--- src/rtl/ct_writer_pkg.sv ---
// ct_writer_pkg: shared definitions for the ciphertext writer.
//   - state_t   : FSM state encoding (StZero only when CT_WRITER_ZERO_FILL_EN is defined)
//   - LEN_ADDR  : address of the length byte in both memories
//   - MEM_DEPTH : bytes per memory
//   - LAST_IDX  : highest byte index, used as the end-of-memory compare
package ct_writer_pkg;

    localparam logic [7:0]  LEN_ADDR  = 8'd0;
    localparam int unsigned MEM_DEPTH = 256;
    localparam logic [8:0]  LAST_IDX  = 9'(MEM_DEPTH - 1);

    typedef enum logic [3:0] {
        StIdle,
        StLenRd,
        StLenWait,
        StLenWr,
        StPtRd,
        StPtWait,
        StKs,
        StCtWr
`ifdef CT_WRITER_ZERO_FILL_EN
        ,
        StZero
`endif
    } state_t;

endpackage

--- src/rtl/ct_writer.sv ---
// ct_writer: reads a length-prefixed plaintext message from a synchronous ROM, XORs
// each byte with one keystream byte (valid/ready handshake) and writes the result to
// the ciphertext memory. The length byte at address 0 is copied unencrypted.
//
// Build option: define CT_WRITER_ZERO_FILL_EN to zero ct addresses L+1..255 after
// the last byte (skipped when L=255).
//
// Ports:
//   clk        in   clock, all state changes on posedge
//   rst_n      in   asynchronous active-low reset
//   en         in   start request, only sampled while rdy=1
//   rdy        out  idle and able to accept en
//   pt_addr    out  plaintext ROM address
//   pt_rddata  in   plaintext data, valid one cycle after pt_addr
//   ks_valid   in   keystream byte available
//   ks_ready   out  block accepts keystream byte
//   ks_data    in   keystream byte
//   ct_addr    out  ciphertext write address
//   ct_wrdata  out  ciphertext write data
//   ct_wren    out  ciphertext write strobe
module ct_writer
    import ct_writer_pkg::*;
(
    input  logic       clk,
    input  logic       rst_n,
    input  logic       en,
    output logic       rdy,
    output logic [7:0] pt_addr,
    input  logic [7:0] pt_rddata,
    input  logic       ks_valid,
    output logic       ks_ready,
    input  logic [7:0] ks_data,
    output logic [7:0] ct_addr,
    output logic [7:0] ct_wrdata,
    output logic       ct_wren
);

    state_t     r_state, w_state_nxt;
    logic [7:0] r_len,   w_len_nxt;
    logic [8:0] r_idx,   w_idx_nxt;   // 9 bits so index L+1 after byte 255 cannot alias 0
    logic [7:0] r_data,  w_data_nxt;  // plaintext byte, then ciphertext after the handshake

    always_ff @(posedge clk or negedge rst_n) begin
        if (!rst_n) begin
            r_state <= StIdle;
            r_len   <= 8'd0;
            r_idx   <= 9'd0;
            r_data  <= 8'd0;
        end else begin
            r_state <= w_state_nxt;
            r_len   <= w_len_nxt;
            r_idx   <= w_idx_nxt;
            r_data  <= w_data_nxt;
        end
    end

    always_comb begin
        w_state_nxt = r_state;
        w_len_nxt   = r_len;
        w_idx_nxt   = r_idx;
        w_data_nxt  = r_data;
        rdy         = 1'b0;
        pt_addr     = 8'd0;
        ks_ready    = 1'b0;
        ct_addr     = 8'd0;
        ct_wrdata   = 8'd0;
        ct_wren     = 1'b0;

        unique case (r_state)
            StIdle: begin
                rdy = 1'b1;
                if (en) begin
                    w_state_nxt = StLenRd;
                end
            end
            StLenRd: begin
                pt_addr     = LEN_ADDR;
                w_state_nxt = StLenWait;
            end
            StLenWait: begin
                w_len_nxt   = pt_rddata;
                w_state_nxt = StLenWr;
            end
            StLenWr: begin
                ct_wren   = 1'b1;
                ct_addr   = LEN_ADDR;
                ct_wrdata = r_len;
                w_idx_nxt = 9'd1;
                if (r_len == 8'd0) begin
`ifdef CT_WRITER_ZERO_FILL_EN
                    w_state_nxt = StZero;
`else
                    w_state_nxt = StIdle;
`endif
                end else begin
                    w_state_nxt = StPtRd;
                end
            end
            StPtRd: begin
                pt_addr     = r_idx[7:0];
                w_state_nxt = StPtWait;
            end
            StPtWait: begin
                w_data_nxt  = pt_rddata;
                w_state_nxt = StKs;
            end
            StKs: begin
                ks_ready = 1'b1;
                if (ks_valid) begin
                    w_data_nxt  = r_data ^ ks_data;
                    w_state_nxt = StCtWr;
                end
            end
            StCtWr: begin
                ct_wren   = 1'b1;
                ct_addr   = r_idx[7:0];
                ct_wrdata = r_data;
                w_idx_nxt = r_idx + 9'd1;
                if (r_idx == {1'b0, r_len}) begin
`ifdef CT_WRITER_ZERO_FILL_EN
                    w_state_nxt = (r_idx == LAST_IDX) ? StIdle : StZero;
`else
                    w_state_nxt = StIdle;
`endif
                end else begin
                    w_state_nxt = StPtRd;
                end
            end
`ifdef CT_WRITER_ZERO_FILL_EN
            StZero: begin
                ct_wren   = 1'b1;
                ct_addr   = r_idx[7:0];
                ct_wrdata = 8'd0;
                w_idx_nxt = r_idx + 9'd1;
                if (r_idx == LAST_IDX) begin
                    w_state_nxt = StIdle;
                end
            end
`endif
            default: begin
                w_state_nxt = StIdle;
            end
        endcase
    end

endmodule
--- config.mk ---
export PLATFORM = sky130hd
export DESIGN_NAME = ct_writer
export DESIGN_NICKNAME = d
export VERILOG_FILES = /design/src/rtl/ct_writer_pkg.sv /design/src/rtl/ct_writer.sv
export SDC_FILE = /design/constraint.sdc
export NUM_CORES = 1
export LEC_CHECK = 0
export CAP_MARGIN = 20
export CELL_PAD_IN_SITES_DETAIL_PLACEMENT = 0
export CELL_PAD_IN_SITES_GLOBAL_PLACEMENT = 1
export CORE_ASPECT_RATIO = 1.25
export CORE_UTILIZATION = 34
export CTS_BUF_LIST = sky130_fd_sc_hd__clkbuf_8
export DETAILED_ROUTE_END_ITERATION = 7
export PLACE_DENSITY_LB_ADDON = 0.1
export SLEW_MARGIN = 10
export SYNTH_ARGS = -nofsm -noshare
export SYNTH_HDL_FRONTEND = slang
export SYNTH_SLANG_ARGS = --single-unit
--- constraint.sdc ---
create_clock -name clk -period 1.6 [get_ports clk]
set_input_delay 0.16 -clock clk [delete_from_list [all_inputs] [get_ports clk]]
set_output_delay 0.16 -clock clk [all_outputs]
set_load 0.02 [all_outputs]
==> impl_metrics.toml, run 1 <==
# flow metrics
[outcome]
status = "completed"

[setup_path]
ff2ff_path_depth = 8
worstReg2RegStart = "r_state[0]"
path_cells = "inv_4 > ha_4 > buf_6 > mux2i_1 > nor2b_2 > buf_6 > a21oi_2 > a21oi_1"
critical_path.startpoint = "r_state[0]"
cp-endpoint = "r_data[1]"
endpoint_kind = "flop"
cp.buffers_inverters = 3
startpoint_to_endpoint_class_of_the_critical_path = "reg -> reg"
timing.critical_path.depth = 8
worst_ep_arrival_time_ps = 1770
critical_path_required_ps = 1800
critical_path_peak_fanout = 8
setup.worst_path.start_class = "flop"
max_stage_delay_ps = 470
critical_path.reg2reg.endpoint = "r_data[1]"

[die]
fp-row-count = 29
fp.dieArea_mm2 = 0.00563
standard_cell_core_area_mm2 = 0.00512
io_pins = 47
fp.dieH_um = 83.7
die_w_um = 67.3

[worst_hold_path]
timing.hold.worst.class = "in -> async"

[synth]
yosys.stat.chipArea_mm2 = 0.00181
synth_cell_type_count = 32
yosys_warnings = 0
synth_flops = 28
edff_count_synth = 0
async_flop_share_pct = 100
syn_nets = 223
syn-instance-count = 197
yosys-stat-cells = 197
syn_area_mm2 = 0.00181
ys.flop_type = "dfrtp_1"

[placement]
dp.cells = 312
dp_hpwl_um = 3610
dpl_cell_area_mm2 = 0.00242
minimum_setup_slack_after_placement_ps = -225
place.gp.congestion = 0.812
port_buffers = 46

[sta]
final.setup_skew_ps = 2.71
final_number_of_hold_violating_endpoints = 0
timing.setup.tns_ps = 0
final_critical_delay_including_setup_and_external_delays_ps = 1570
slew-limit-headroom_pct = 74.8
setup_repair_after_global_routing_missed_its_margin = "true"
setup_violations = 0
fin_ws_ps = 26.8
period_used_pct = 98.3
worst_slew_pin_slew_ps = 378
slew_violations = 0
hold_slack_ps = 273

[route]
firstDrtPassIters = 4
route.antenna.remaining_nets = 0
remaining_drc_errors = 0
topRoutingLayerUsed = "met4"
met1Wirelength_um = 2230
met3RoutedLength_um = 246
metal2_wl_um = 2610
routedWlPerCell_um = 16.0
count_of_routing_violations_after_the_opening_detailed_route_iteration = 47
routed_via_density = 5.26

[job]
tool_warnings = 32

[cts]
cts-buffers-inserted = 3
clock.latency.late_pin_ps = 270
clk_pin_slew_worst_paths_ps = 100
clk_path_buf_depth = 2
cts-htree-levels = 1
cts-root-buf = "clkbuf_8"
cts.repair.resized = 101
cts.sinks = 28
cts_hold_buffers = 0

[pwr]
power-per-cell-area_mw_per_mm2 = 1560
p_total_mw = 4.04
p_leak_nw = 1.14

[final_layout]
finalNetCount = 285
area_delta_synth_final_pct = 42.2
final_layout_top_logic_cell = "dfrtp_1"
fin_area_mm2 = 0.00258

[global_route]
groute.usage.overall_pct = 19.4
gr-total-overflow = 0
first_global_vias = 1681
grt_antenna_before_repair = 0
first_pass_grt_wire_length_um = 8340
-- run 1: cell usage after synthesis, types with 2 or more instances --
cell type   n  area share [%]
nand2b_1    9             3.1
nor2_1     13             2.7
nor2b_1     4             1.4
o21ai_1     8             2.2
and3_1     17             5.9
xnor2_1    10             4.8
nand2_1     7             1.4
clkbuf_1    4            0.83
o22a_1      2            0.97
mux2i_1    10             5.5
mux2_2      8             5.0
o2bb2ai_1   2            0.97
buf_4       4             1.7
nand4_1     3             1.0
a21oi_2     4             1.9
ha_1        6             4.1
nand3_1    14             3.9
o21ai_0     7             1.9
a21oi_1    16             4.4
buf_2       4             1.1
buf_6       2             1.2
dfrtp_1    28              39
inv_1       3            0.62
o31ai_1     4             1.7
-- run 1: logic make-up (layout without fill, tap and decap cells) --
group	count (synthesis)	after routing	synth area share, %
and+or+nand+nor	72	72	21.4
AOI/OAI and AO/OA	45	45	14.9
DFF	28	28	38.6
muxes	18	18	10.5
buffers and inverters	18	79	5.65
xor gates and xnor gates	10	10	4.83
adders and majority gates	6	6	4.14
-- run 1: report_power, final --
part	switching, mW	total [mW]	internal [mW]	leakage, nW
registers	0.353	1.34	0.985	0.338
clock network	0.220	0.440	0.220	0.0288
logic	1.14	2.26	1.12	0.771
-- run 1: layout make-up --
class / instances / area [µm²]
fillers: 495 / 2540
multi-input cells: 151 / 1140
flip-flops and latches: 28 / 703
repair buffers: 71 / 582
well taps: 62 / 77.6
clock buffers: 4 / 55.1
inverters: 4 / 17.5
-- run 1: routing by layer --
layer	up-vias	global-route usage, %
met2	54	32.8
met1	804	25.4
met4	0	4.64
li1	822	-
met5	-	0
met3	4	2.46
-- run 1: state kept, by name (all words and copies together) (netlist names) --
name,count
r_idx,9
r_len,8
r_state,3
r_data,8
Run 1, routing congestion map:
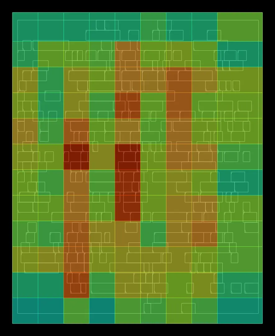
Final Core Density: 50.4%
met3 usage: 2.46%
Most Crowded Layer GR: met2

Run 1, the metal 2 layer:
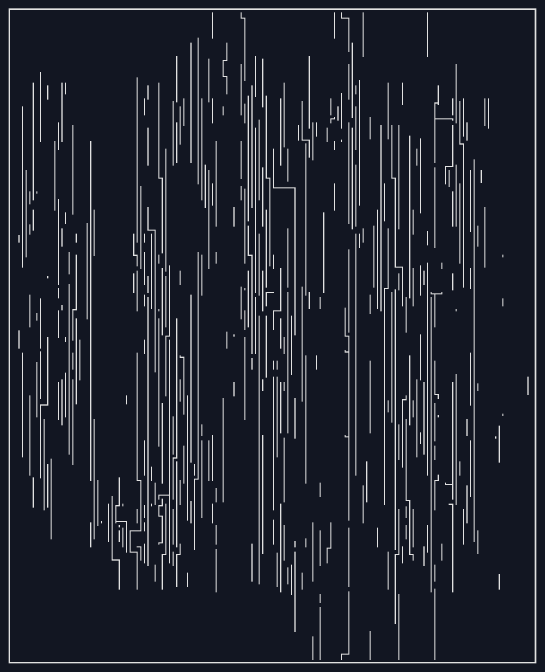
nets with wire on the layer	232
share of all routed wire	51%
main direction	vertical
detailed-route wire length: 5120 µm
total number of vias: 1684
met2 Usage GRT: 32.8%

Run 1, gate-type map:
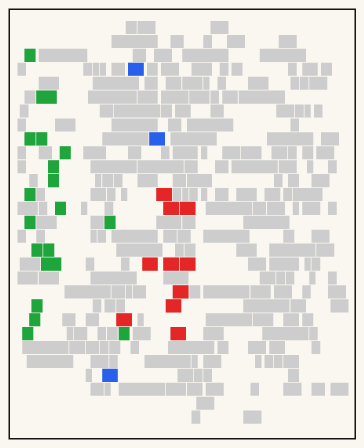
colour	family	cells	most used
blue	non-inverting ao/oa cells	3	o22a_1
red	xor and xnor cells	10	xnor2_1
green	and/or cells	18	and3_1
final instance count without filler cells: 320
logic share of the area: 44.4%

Run 1, wiring by layer:
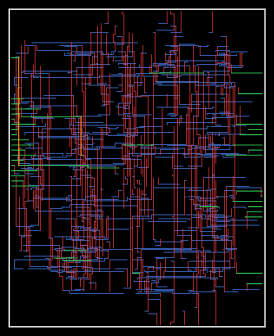

## Run 2: what changed since run 1
==> constraint.sdc (replaced) <==
create_clock -name clk -period 1.6 [get_ports clk]
set_input_delay 0.16 -clock clk [delete_from_list [all_inputs] [get_ports clk]]
set_output_delay 0.16 -clock clk [all_outputs]
set_load 0.005 [all_outputs]
Run 2, wiring by layer:
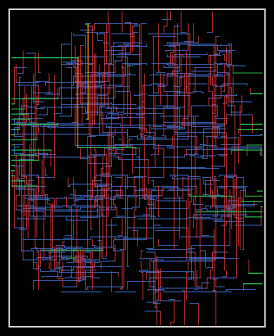
colour	layer	wire length
orange	M4	49.0 µm
red	M2	2950 µm
green	M3	224 µm
blue	M1	2450 µm
average routed wire per standard cell: 17.1 µm
total number of vias: 1762
detailed-route wire length: 5680 µm
Tot GR Track Use: 19.7%

==> impl_metrics.toml, run 2 <==
# flow metrics
[placement]
dp_hpwl_um = 3480
port_buffers = 46
dpl_cell_area_mm2 = 0.00237
place.gp.congestion = 0.810
minimum_setup_slack_after_placement_ps = -108

[setup_path]
endpoint_kind = "flop"
worstReg2RegStart = "r_state[1]"
critPathTopFamily = "buffers and inverters"
setup.worst_path.start_class = "flop"
critical_path_peak_fanout = 8
worst_ep_arrival_time_ps = 1870
critical_path_required_ps = 1810
critical_path.reg2reg.endpoint = "r_data[3]"
cp.buffers_inverters = 3

[sta]
fin_ws_ps = -64.4
final_number_of_hold_violating_endpoints = 0
period_used_pct = 104
slew-limit-headroom_pct = 74.1
hold_slack_ps = 269
final_critical_delay_including_setup_and_external_delays_ps = 1660
setup_violations = 9
timing.setup.tns_ps = -426
slew_violations = 0
setup_repair_after_global_routing_missed_its_margin = "true"

[die]
die_w_um = 67.3
io_pins = 47
standard_cell_core_area_mm2 = 0.00512
fp.dieArea_mm2 = 0.00563

[cts]
cts-root-buf = "clkbuf_8"
clock.latency.late_pin_ps = 270
cts-htree-levels = 1
cts_hold_buffers = 0
clk_path_buf_depth = 2
clk_pin_slew_worst_paths_ps = 100
cts.sinks = 28

[route]
route.antenna.remaining_nets = 0
routed_via_density = 5.31
count_of_routing_violations_after_the_opening_detailed_route_iteration = 47
firstDrtPassIters = 4

[global_route]
first_pass_grt_wire_length_um = 8580
gr-total-overflow = 0
first_global_vias = 1750
grt_antenna_before_repair = 0

[final_layout]
finalNetCount = 297
final_layout_top_logic_cell = "buf_6"
area_delta_synth_final_pct = 68.6
largest_reg_flops = 9
layout.cells.non_filler = 332
fin_area_mm2 = 0.00306
reg.largest.list = "r_idx x9, r_data x8, r_len x8"

[synth]
synth_flops = 28
multiplexer_share_pct = 10.5
syn_area_mm2 = 0.00181
yosys-stat-cells = 197
common_cells = "dfrtp_1, and3_1, a21oi_1, nand3_1, nor2_1"
syn-instance-count = 197
synth-simple-area-share_pct = 21.4
synth_top_area_share_pct = 38.6
syn_nets = 223
synth.top_cells.by_area = "dfrtp_1, and3_1, mux2i_1"
synth-compound-area-share_pct = 14.9
synth.most_common_cell = "dfrtp_1"
logic_family = "simple AND/OR/NAND/NOR gates"
async_flop_share_pct = 100
top_area_cell = "dfrtp_1"
ys_sh_adder_pct = 4.14
synth_cell_type_count = 32
yosys_warnings = 0
ys.flop_type = "dfrtp_1"

[job]
tool_warnings = 32

[worst_hold_path]
timing.hold.worst.class = "in -> async"

[outcome]
status = "finished with violations"
failing_checks = "setup timing"

[pwr]
power-per-cell-area_mw_per_mm2 = 1660
p_total_mw = 5.09
p_leak_nw = 1.28
==> run 2: cell count changes in the layout (fill, tap and decap cells not counted), sizes merged <==
cell,previous run,this run
buf,51,56
bufinv,0,1
clkbuf,4,7
clkdlybuf4s15,1,2
dlygate4sd2,0,2
==> run 2: worst max path at each step <==
stage	depth (start not counted)	slack [ps]	end	startpoint
2_1_floorplan	8	80	r_data[5]	r_state[0]
3_3_place_gp	4	-30	pt_addr[4]	r_state[0]
3_5_place_dp	4	-110	pt_addr[3]	r_state[0]
4_1_cts	8	-170	ct_wrdata[6]	r_state[0]
5_1_grt	7	-120	ct_wrdata[6]	r_state[1]
6_report	8	-60	r_data[3]	r_state[1]
==> run 2: repair_timing <==
| item | in CTS | in global routing |
|---|---|---|
| gates cloned | 1 | 2 |
| gates resized | 115 | 98 |
| hold endpoints to repair | 0 | 0 |
| pin swaps | 9 | 14 |
| setup buffers | 20 | 8 |
| setup endpoints to repair | 28 | 51 |
==> run 2: cell type report <==
| type | count | area [µm²] | area share, % |
|---|---|---|---|
| Timing Repair Buffer | 83 | 836 | 27.3 |
| Multi-Input combinational cell | 151 | 1350 | 44.1 |
| Clock buffer | 3 | 41.3 | 1.35 |
| Inverter | 4 | 22.5 | 0.736 |
| Sequential cell | 28 | 703 | 23.0 |
| Clock inverter | 1 | 30.0 | 0.982 |
| Tap cell | 62 | 77.6 | 2.54 |
==> run 2: where the power goes <==
part	internal [mW]	switching, mW	total (mW)
clock	0.335	0.224	0.559
combinational	1.75	1.45	3.20
sequential	0.985	0.342	1.33
total	3.07	2.02	5.09
==> run 2: routing by layer <==
layer / global-route usage [%] / up-vias / wire (µm)
li1: - / 849 / -
met1: 25.2 / 863 / 2450
met2: 34.6 / 46 / 2950
met3: 2.19 / 4 / 223
met4: 4.26 / 0 / 48
met5: 0 / - / 0
Power and IR drop assume default switching activity.
